--- src/rtl/gcd_tb_pkg.sv ---
// -----------------------------------------------------------------------------
// gcd_tb_pkg
// Shared definitions for the GCD stimulus controller and its LFSR:
//   state_t    - controller state encoding
//   LFSR_SEED  - value the 6-bit LFSR takes on reset
//   TAP_LO/HI  - feedback tap indices, fb = s[TAP_LO] ^ s[TAP_HI]
// -----------------------------------------------------------------------------
package gcd_tb_pkg;

  typedef enum logic [2:0] {
    IDLE   = 3'd0,
    FILL_A = 3'd1,
    FILL_B = 3'd2,
    ISSUE  = 3'd3,
    WAIT   = 3'd4,
    DONE   = 3'd5
  } state_t;

  localparam logic [5:0] LFSR_SEED = 6'b111111;
  localparam int         TAP_LO    = 1;
  localparam int         TAP_HI    = 4;

endpackage

--- src/rtl/lfsr6_en.sv ---
// -----------------------------------------------------------------------------
// lfsr6_en
// 6-bit right-shifting LFSR with a step enable. The new bit enters at s[5]
// and the output bit is the current s[0].
// Ports:
//   clk    - rising-edge clock
//   reset  - asynchronous, active-low; loads LFSR_SEED
//   en     - advance one step on this clock edge
//   q      - output bit, s[0]
// -----------------------------------------------------------------------------
module lfsr6_en
  import gcd_tb_pkg::*;
(
  input  logic clk,
  input  logic reset,
  input  logic en,
  output logic q
);

  logic [5:0] s;
  logic       fb;

  assign fb = s[TAP_LO] ^ s[TAP_HI];
  assign q  = s[0];

  always_ff @(posedge clk or negedge reset) begin
    if (!reset) begin
      s <= LFSR_SEED;
    end else if (en) begin
      s <= {fb, s[5:1]};
    end
  end

endmodule

--- src/rtl/gcd_stim_ctrl.sv ---
// -----------------------------------------------------------------------------
// gcd_stim_ctrl
// Stimulus sequencer for a GCD unit. Builds operand pairs from an LFSR bit
// stream, issues each pair with a one-cycle gcd_start, waits for gcd_done
// (bounded by TIMEOUT cycles), captures the result and repeats until
// NUM_TESTS results have been collected or a wait times out.
// Ports:
//   clk, reset        - clock, asynchronous active-low reset
//   start             - run request, honoured only in IDLE or DONE
//   gcd_done          - DUT completion strobe, honoured only in WAIT
//   gcd_result        - DUT result, valid with gcd_done
//   op_a, op_b        - operands, change only when entering ISSUE
//   gcd_start         - one-cycle pulse while in ISSUE
//   result            - last captured gcd_result
//   result_valid      - one-cycle pulse in the cycle after gcd_done accepted
//   test_cnt          - completed tests in the current run
//   busy              - high in FILL_A, FILL_B, ISSUE, WAIT
//   all_done          - high in DONE
//   timeout_err       - sticky until the next start; set on WAIT timeout
// -----------------------------------------------------------------------------
module gcd_stim_ctrl
  import gcd_tb_pkg::*;
#(
  parameter  int WIDTH     = 8,
  parameter  int NUM_TESTS = 16,
  parameter  int TIMEOUT   = 255,
  localparam int CNT_W     = $clog2(NUM_TESTS + 1)
) (
  input  logic             clk,
  input  logic             reset,
  input  logic             start,
  input  logic             gcd_done,
  input  logic [WIDTH-1:0] gcd_result,
  output logic [WIDTH-1:0] op_a,
  output logic [WIDTH-1:0] op_b,
  output logic             gcd_start,
  output logic [WIDTH-1:0] result,
  output logic             result_valid,
  output logic [CNT_W-1:0] test_cnt,
  output logic             busy,
  output logic             all_done,
  output logic             timeout_err
);

  localparam int FILL_W = $clog2(WIDTH);
  localparam int WAIT_W = $clog2(TIMEOUT + 1);

  localparam logic [FILL_W-1:0] FILL_LAST   = FILL_W'(WIDTH - 1);
  localparam logic [WAIT_W-1:0] WAIT_LAST   = WAIT_W'(TIMEOUT - 1);
  localparam logic [CNT_W-1:0]  NUM_TESTS_C = CNT_W'(NUM_TESTS);

  state_t            state;
  logic [FILL_W-1:0] fill_cnt;
  logic [WAIT_W-1:0] wait_cnt;
  logic [WIDTH-1:0]  asm_a;
  logic [WIDTH-1:0]  asm_b;
  logic [WIDTH-1:0]  asm_b_next;
  logic [CNT_W-1:0]  cnt_next;
  logic              q;
  logic              lfsr_en;

  // A zero operand would never terminate a subtractive GCD; present 1 instead.
  function automatic logic [WIDTH-1:0] zero_guard(input logic [WIDTH-1:0] v);
    return (v == '0) ? WIDTH'(1) : v;
  endfunction

  assign lfsr_en = (state == FILL_A) || (state == FILL_B);

  // op_b must include the bit shifted in on the very edge that enters ISSUE.
  assign asm_b_next = {q, asm_b[WIDTH-1:1]};
  assign cnt_next   = test_cnt + CNT_W'(1);

  lfsr6_en u_lfsr (
    .clk   (clk),
    .reset (reset),
    .en    (lfsr_en),
    .q     (q)
  );

  always_ff @(posedge clk or negedge reset) begin
    if (!reset) begin
      state        <= IDLE;
      fill_cnt     <= '0;
      wait_cnt     <= '0;
      asm_a        <= '0;
      asm_b        <= '0;
      op_a         <= '0;
      op_b         <= '0;
      result       <= '0;
      gcd_start    <= 1'b0;
      result_valid <= 1'b0;
      test_cnt     <= '0;
      busy         <= 1'b0;
      all_done     <= 1'b0;
      timeout_err  <= 1'b0;
    end else begin
      gcd_start    <= 1'b0;
      result_valid <= 1'b0;

      case (state)
        IDLE, DONE: begin
          if (start) begin
            state       <= FILL_A;
            fill_cnt    <= '0;
            test_cnt    <= '0;
            timeout_err <= 1'b0;
            busy        <= 1'b1;
            all_done    <= 1'b0;
          end
        end

        FILL_A: begin
          asm_a <= {q, asm_a[WIDTH-1:1]};
          if (fill_cnt == FILL_LAST) begin
            fill_cnt <= '0;
            state    <= FILL_B;
          end else begin
            fill_cnt <= fill_cnt + FILL_W'(1);
          end
        end

        FILL_B: begin
          asm_b <= asm_b_next;
          if (fill_cnt == FILL_LAST) begin
            fill_cnt  <= '0;
            state     <= ISSUE;
            gcd_start <= 1'b1;
            op_a      <= zero_guard(asm_a);
            op_b      <= zero_guard(asm_b_next);
          end else begin
            fill_cnt <= fill_cnt + FILL_W'(1);
          end
        end

        ISSUE: begin
          state    <= WAIT;
          wait_cnt <= '0;
        end

        WAIT: begin
          // gcd_done takes priority over a timeout in the same cycle.
          if (gcd_done) begin
            result       <= gcd_result;
            result_valid <= 1'b1;
            test_cnt     <= cnt_next;
            if (cnt_next == NUM_TESTS_C) begin
              state    <= DONE;
              busy     <= 1'b0;
              all_done <= 1'b1;
            end else begin
              state    <= FILL_A;
              fill_cnt <= '0;
            end
          end else if (wait_cnt == WAIT_LAST) begin
            timeout_err <= 1'b1;
            state       <= DONE;
            busy        <= 1'b0;
            all_done    <= 1'b1;
          end else begin
            wait_cnt <= wait_cnt + WAIT_W'(1);
          end
        end

        default: begin
          state    <= IDLE;
          busy     <= 1'b0;
          all_done <= 1'b0;
        end
      endcase
    end
  end

endmodule

--- config.mk ---
export PLATFORM = sky130hd
export DESIGN_NAME = gcd_stim_ctrl
export DESIGN_NICKNAME = d
export VERILOG_FILES = /design/src/rtl/gcd_tb_pkg.sv /design/src/rtl/lfsr6_en.sv /design/src/rtl/gcd_stim_ctrl.sv
export SDC_FILE = /design/constraint.sdc
export NUM_CORES = 1
export LEC_CHECK = 0
export CAP_MARGIN = 20
export CORE_MARGIN = 2
export CORE_UTILIZATION = 45
export DETAILED_ROUTE_END_ITERATION = 10
export HOLD_SLACK_MARGIN = 0.02
export MAX_ROUTING_LAYER = met4
export PLACE_DENSITY = 0.7
export REMOVE_ABC_BUFFERS = 1
export SLEW_MARGIN = 5
export SYNTH_ARGS = -nofsm -noshare
export SYNTH_HDL_FRONTEND = slang
export SYNTH_SLANG_ARGS = --single-unit
--- constraint.sdc ---
create_clock -name clk -period 2.7 [get_ports clk]
set_clock_uncertainty 0.15 [all_clocks]
set_input_delay 0.405 -clock clk [delete_from_list [all_inputs] [get_ports clk]]
set_output_delay 0.405 -clock clk [all_outputs]
set_load 0.03 [all_outputs]
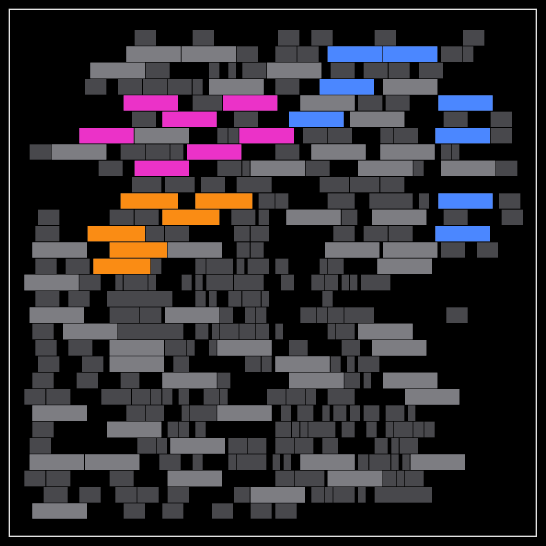
Figure 1: run 1, where the registers sit.
Scale: 6 px per um.
legend:
  `asm_b`:
    colour: magenta
    sequential_cells: 7
  `u_lfsr.s`:
    colour: orange
    sequential_cells: 6
    where: left middle
  `op_a`:
    colour: blue
    sequential_cells: 8
    where: top right

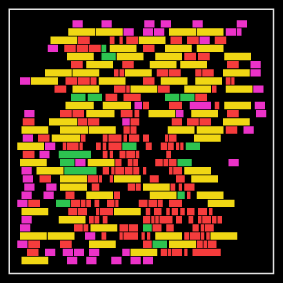
Figure 2: run 1, cell classes on the final placement.
Scale: 3 px per um.
legend:
  combinational and other logic:
    colour: red
    cells: 176
  remaining buffers and delay cells:
    colour: magenta
    cells: 51
  clock drivers and dummy loads:
    colour: green
    cells: 16
  sequential cells:
    colour: yellow
    cells: 69

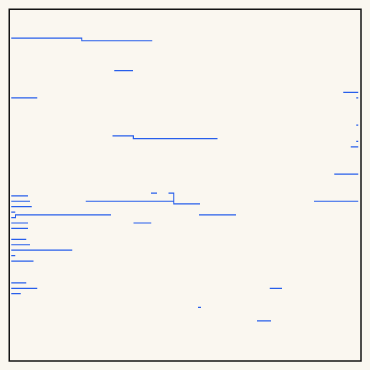
Figure 3: run 1, M3 wires.
Scale: 4 px per um.
main direction: horizontal
nets with wire on the layer: 27
share of all routed wire: 4.2%
wire length on this layer: 235 um

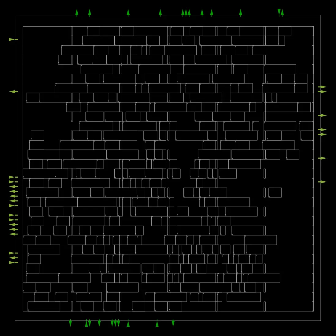
Figure 4: run 1, cell placement.
area of the core: 6790 um2
FP Rows: 30
Tapcells: 96

==> flow_summary.ini, run 1 <==
; yosys + openroad results
[clocking]
cts_sinks = 69
clk_pin_slew_worst_paths_ns = 0.07
cts_tree = built
clockBufferDepth = 2
numCtsBuffers = 9
cts_resized = 0
clock-root-buffer = clkbuf_8
hold_buffers = 1

[power]
clk-power_mw = 0.959
powerSeq_mw = 1.65
p_comb_mw = 1.27
power.total_mw = 3.88
switching_share_pct = 33.5
seq_power_share_pct = 42.6
leakagePower_nw = 1.74
pwr-share-comb_pct = 32.7
powerDensity_nw_per_um2 = 984
switching_power_mw = 1.30

[setup_path]
critical_path.startpoint = state[0]
r2r-start = state[0]
crit_path_end_kind = flop
worstPathArrival_ns = 2.26
worstPathRequired_ns = 2.78
crit_slowest_cell = or4b_4
path_max_fanout = 20
crit_path_start_kind = flop
crit_family = simple AND/OR/NAND/NOR gates
r2r-end = wait_cnt[5]
cp-endpoint = wait_cnt[5]
cp_slowest_stage_delay_ns = 0.67
path_class = reg -> reg
crit_chain = or4b_4, a311oi_4, a31oi_1, a41o_1
rrSetupSlack_ns = 0.52
worstSetupPathDepth = 4
reg2regPathDepth = 4

[cells_and_area]
comb_cells = 170
finish.instance_area_um2 = 3940
layout-drive-gt1-share_pct = 25.0
areaGrowthSynthToFinish_pct = 25.4
comb_area_um2 = 1330
clk_share_pct = 5.90
n_clock_buffer = 11
num-nonclk-buffers = 51
largest_class = sequential cells
utilization_pct = 58.0
mostFrequentLayoutCell = dfrtp_1
inv_count = 6
lay_top_cells = dfrtp_1 (63), clkdlybuf4s50_1 (44), mux2_2 (42)
num-nets-final = 324
comb_share_pct = 33.7

[synthesis]
synthFlopType = dfrtp_1
async_flop_share_pct = 100
synth.cellmix.simpleShare_pct = 12.0
top_area_cell = dfrtp_1
common_cells = dfrtp_1 (63), mux2_2 (42), nand2_1 (16)
ys_seq_share_pct = 55.2
mux_share_pct = 15.7
adder_share_pct = 1.99
top_cells_by_area = dfrtp_1 (50%), mux2_2 (15%), dfstp_2 (5.0%), ha_1 (2.0%), a21oi_1 (1.9%)
ys_chip_area_um2 = 3140
edf_count = 0
syn_area_per_cell_um2 = 12.3
compound_area_share_pct = 10.9

[hold_path]
hold_path.class = reg -> reg
worstHoldStart = timeout_err

[sta]
setup_ws_ns = 0.517
tightest_slew_ns = 0.620
tns_ns = 0
finalSetupViolations = 0
rsz0062_at_grt = no
holdWs_ns = 0.348
slew_headroom_pct = 58.6

[place]
place_hpwl_mm = 3.90
dp_cells = 391
dpl_cell_area_um2 = 3700

[grt]
grt_use_met3_pct = 5.37
grt_util_met2_pct = 24.6
grt_overflow_total = 0
grt_first_pass_wirelength_mm = 9.72

[drt]
viasPerCell = 5.26
vias = 2148
routed_wl_mm = 5.62
met3_length_um = 234
drtPass1Iterations = 4
remaining_drc_errors = 0
ant_nets = 0
met2_length_mm = 2.64
met1_length_mm = 2.65

[outcome]
status = complete, no violations
==> run 1 -> run 2 <==
--- a/config.mk
+++ b/config.mk
@@ -11,7 +11,7 @@
 export DETAILED_ROUTE_END_ITERATION = 10
 export HOLD_SLACK_MARGIN = 0.02
 export MAX_ROUTING_LAYER = met4
-export PLACE_DENSITY = 0.7
+export PLACE_DENSITY = 0.73
 export REMOVE_ABC_BUFFERS = 1
 export SLEW_MARGIN = 5
 export SYNTH_ARGS = -nofsm -noshare
==> constraint.sdc (replaced) <==
create_clock -name clk -period 1.8 [get_ports clk]
set_clock_uncertainty 0.15 [all_clocks]
set_input_delay 0.27 -clock clk [delete_from_list [all_inputs] [get_ports clk]]
set_output_delay 0.27 -clock clk [all_outputs]
set_load 0.03 [all_outputs]
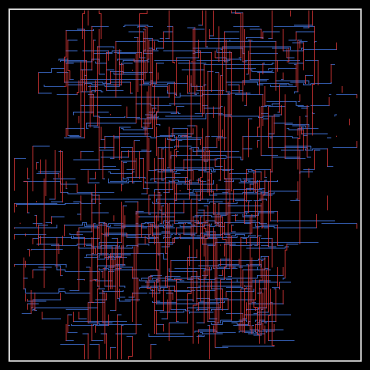
Figure 5: run 2, signal wires by layer.
Scale: 4 px per um. Only two layers are drawn.
legend:
  metal 1:
    colour: blue
    wire_length: 3090 um
  metal 2:
    colour: red
    wire_length: 3180 um

==> run 2 against run 1 <==
Effect of this change: the run now ends with negative setup slack left; sequential cell count did not move; area after synthesis did not move; critical path depth rose by 1; clock-buffer cell count fell by 1; clock power rose by 27%; power rose by 56%; setup slack got worse by 0.54 ns; critical path type unchanged; critical endpoint is now wait_cnt[4]; largest power group is now combinational logic.
==> flow_summary.ini, run 2 <==
; yosys + openroad results
[clocking]
clockBufferDepth = 2
clock-root-buffer = clkbuf_8
hold_buffers = 1
cts_resized = 22
numCtsBuffers = 9
cts_sinks = 69
clk_pin_slew_worst_paths_ns = 0.08

[drt]
drtPass1Iterations = 4
wl_per_cell_um = 14.9
met1_length_mm = 3.09
ant_nets = 0
met2_length_mm = 3.18
remaining_drc_errors = 0
vias = 2283
viasPerCell = 5.17
met3_length_um = 217

[place]
place_hpwl_mm = 4.40
dp_cells = 420
dpl_cell_area_um2 = 3960

[outcome]
status = complete, but fails checks
violations = negative setup slack

[setup_path]
worstPathRequired_ns = 1.88
r2r-end = wait_cnt[4]
cp-endpoint = wait_cnt[4]
path_class = reg -> reg
worstPathArrival_ns = 1.91
reg2regPathDepth = 5
worstSetupPathDepth = 5
rrSetupSlack_ns = -0.02
crit_slowest_cell = or4b_4
critical_path.startpoint = state[0]
crit_chain = or4b_4, buf_4, a211oi_2, xnor2_1, nor2_1
r2r-start = state[0]
crit_path_start_kind = flop
crit_buf_inv = 1
crit_path_end_kind = flop
cp_slowest_stage_delay_ns = 0.55
path_max_fanout = 4

[cells_and_area]
clk_share_pct = 4.37
comb_cells = 170
num-nonclk-buffers = 85
stdcell_count = 442
finish.instance_area_um2 = 4380
inv_count = 6
comb_area_um2 = 1470
largest_class = sequential cells
utilization_pct = 64.5
mostFrequentLayoutCell = dfrtp_1
n_clock_buffer = 10
areaGrowthSynthToFinish_pct = 39.3
lay_top_cells = dfrtp_1 (63), buf_4 (32), mux2_2 (28)
num-nets-final = 358

[grt]
grt_use_met3_pct = 3.86
grt_first_pass_wirelength_mm = 10.6
grt_util_met2_pct = 28.1

[hold_path]
hold_path.class = in -> async

[power]
powerDensity_nw_per_um2 = 1380
switching_share_pct = 34.8
switching_power_mw = 2.10
leakagePower_nw = 2.29
pwr-share-comb_pct = 40.4
powerSeq_mw = 2.38
clk-power_mw = 1.22

[synthesis]
async_flop_share_pct = 100
top_cells_by_area = dfrtp_1 (50%), mux2_2 (15%), dfstp_2 (5.0%), ha_1 (2.0%), a21oi_1 (1.9%)
adder_share_pct = 1.99
edf_count = 0
syn_area_per_cell_um2 = 12.3
ys_seq_share_pct = 55.2
common_cells = dfrtp_1 (63), mux2_2 (42), nand2_1 (16)
top_area_cell = dfrtp_1
synthFlopType = dfrtp_1
synth.cellmix.simpleShare_pct = 12.0

[sta]
rsz0062_at_grt = yes
tightest_slew_ns = 0.427
slew_headroom_pct = 71.4
holdWs_ns = 0.180
finalSetupViolations = 7
tns_ns = -0.0634
setup_ws_ns = -0.0244

[die]
tap_cells = 96
row_count = 30
design.core.area_um2 = 6790
==> run 2 -> run 3 <==
--- a/config.mk
+++ b/config.mk
@@ -6,7 +6,7 @@
 export NUM_CORES = 1
 export LEC_CHECK = 0
 export CAP_MARGIN = 20
-export CORE_MARGIN = 2
+export CORE_MARGIN = 5
 export CORE_UTILIZATION = 45
 export DETAILED_ROUTE_END_ITERATION = 10
 export HOLD_SLACK_MARGIN = 0.02
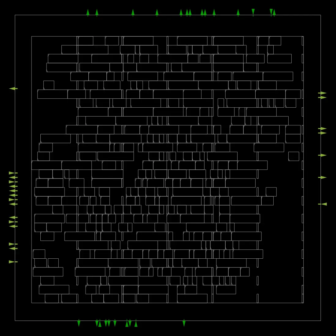
Figure 6: run 3, cell placement.
Finished Layout Cells: 437
fin util: 63.2%
fraction of area in registers: 40.4%

==> run 3 against run 2 <==
Effect of this change: the flow still finishes with violations (negative setup slack); sequential share of layout area increased by 0.77 points; combinational power decreased by 4%; maximum frequency decreased by 0.16%; setup slack got worse by 0.0029 ns; wire length increased by 2.1%; non-clock buffer count decreased by 5; clock power about the same; die size increased by 14%.
==> flow_summary.ini, run 3 <==
; yosys + openroad results
[place]
place_hpwl_mm = 4.22

[cells_and_area]
comb_area_um2 = 1420
mostFrequentLayoutCell = dfrtp_1
comb_share_pct = 33.1
layout-drive-gt1-share_pct = 33.7
largest_class = sequential cells

[setup_path]
worstPathRequired_ns = 1.88
crit_family = simple AND/OR/NAND/NOR gates
crit_path_start_kind = flop
worstSetupPathDepth = 5
r2r-end = wait_cnt[3]
rrSetupSlack_ns = -0.03
crit_slowest_cell = or4b_4
crit_path_end_kind = flop
crit_buf_inv = 1

[sta]
finalSetupViolations = 13
setup_ws_ns = -0.0273
slew_headroom_pct = 73.0

[power]
pwr-share-comb_pct = 39.4
powerSeq_mw = 2.37
switching_power_mw = 2.09
clk-power_mw = 1.24

[clocking]
hold_buffers = 1
clock-root-buffer = clkbuf_8
numCtsBuffers = 9
clk_pin_slew_worst_paths_ns = 0.08
cts_tree = built

[synthesis]
top_area_cell = dfrtp_1
ys_seq_share_pct = 55.2
async_flop_share_pct = 100
common_cells = dfrtp_1 (63), mux2_2 (42), nand2_1 (16)
mux_share_pct = 15.7
compound_area_share_pct = 10.9
synth.cellmix.simpleShare_pct = 12.0
synthFlopType = dfrtp_1

[drt]
met1_length_mm = 2.95
met2_length_mm = 3.39
viasPerCell = 5.30

[die]
tap_cells = 96
design.core.area_um2 = 6790
row_count = 30

[outcome]
violations = negative setup slack
status = complete, but fails checks

[grt]
grt_use_met3_pct = 4.91
grt_util_met2_pct = 24.6
grt_first_pass_wirelength_mm = 10.5
grt_overflow_total = 0
Power figures rest on the tool's default switching activity, not on a simulated workload.
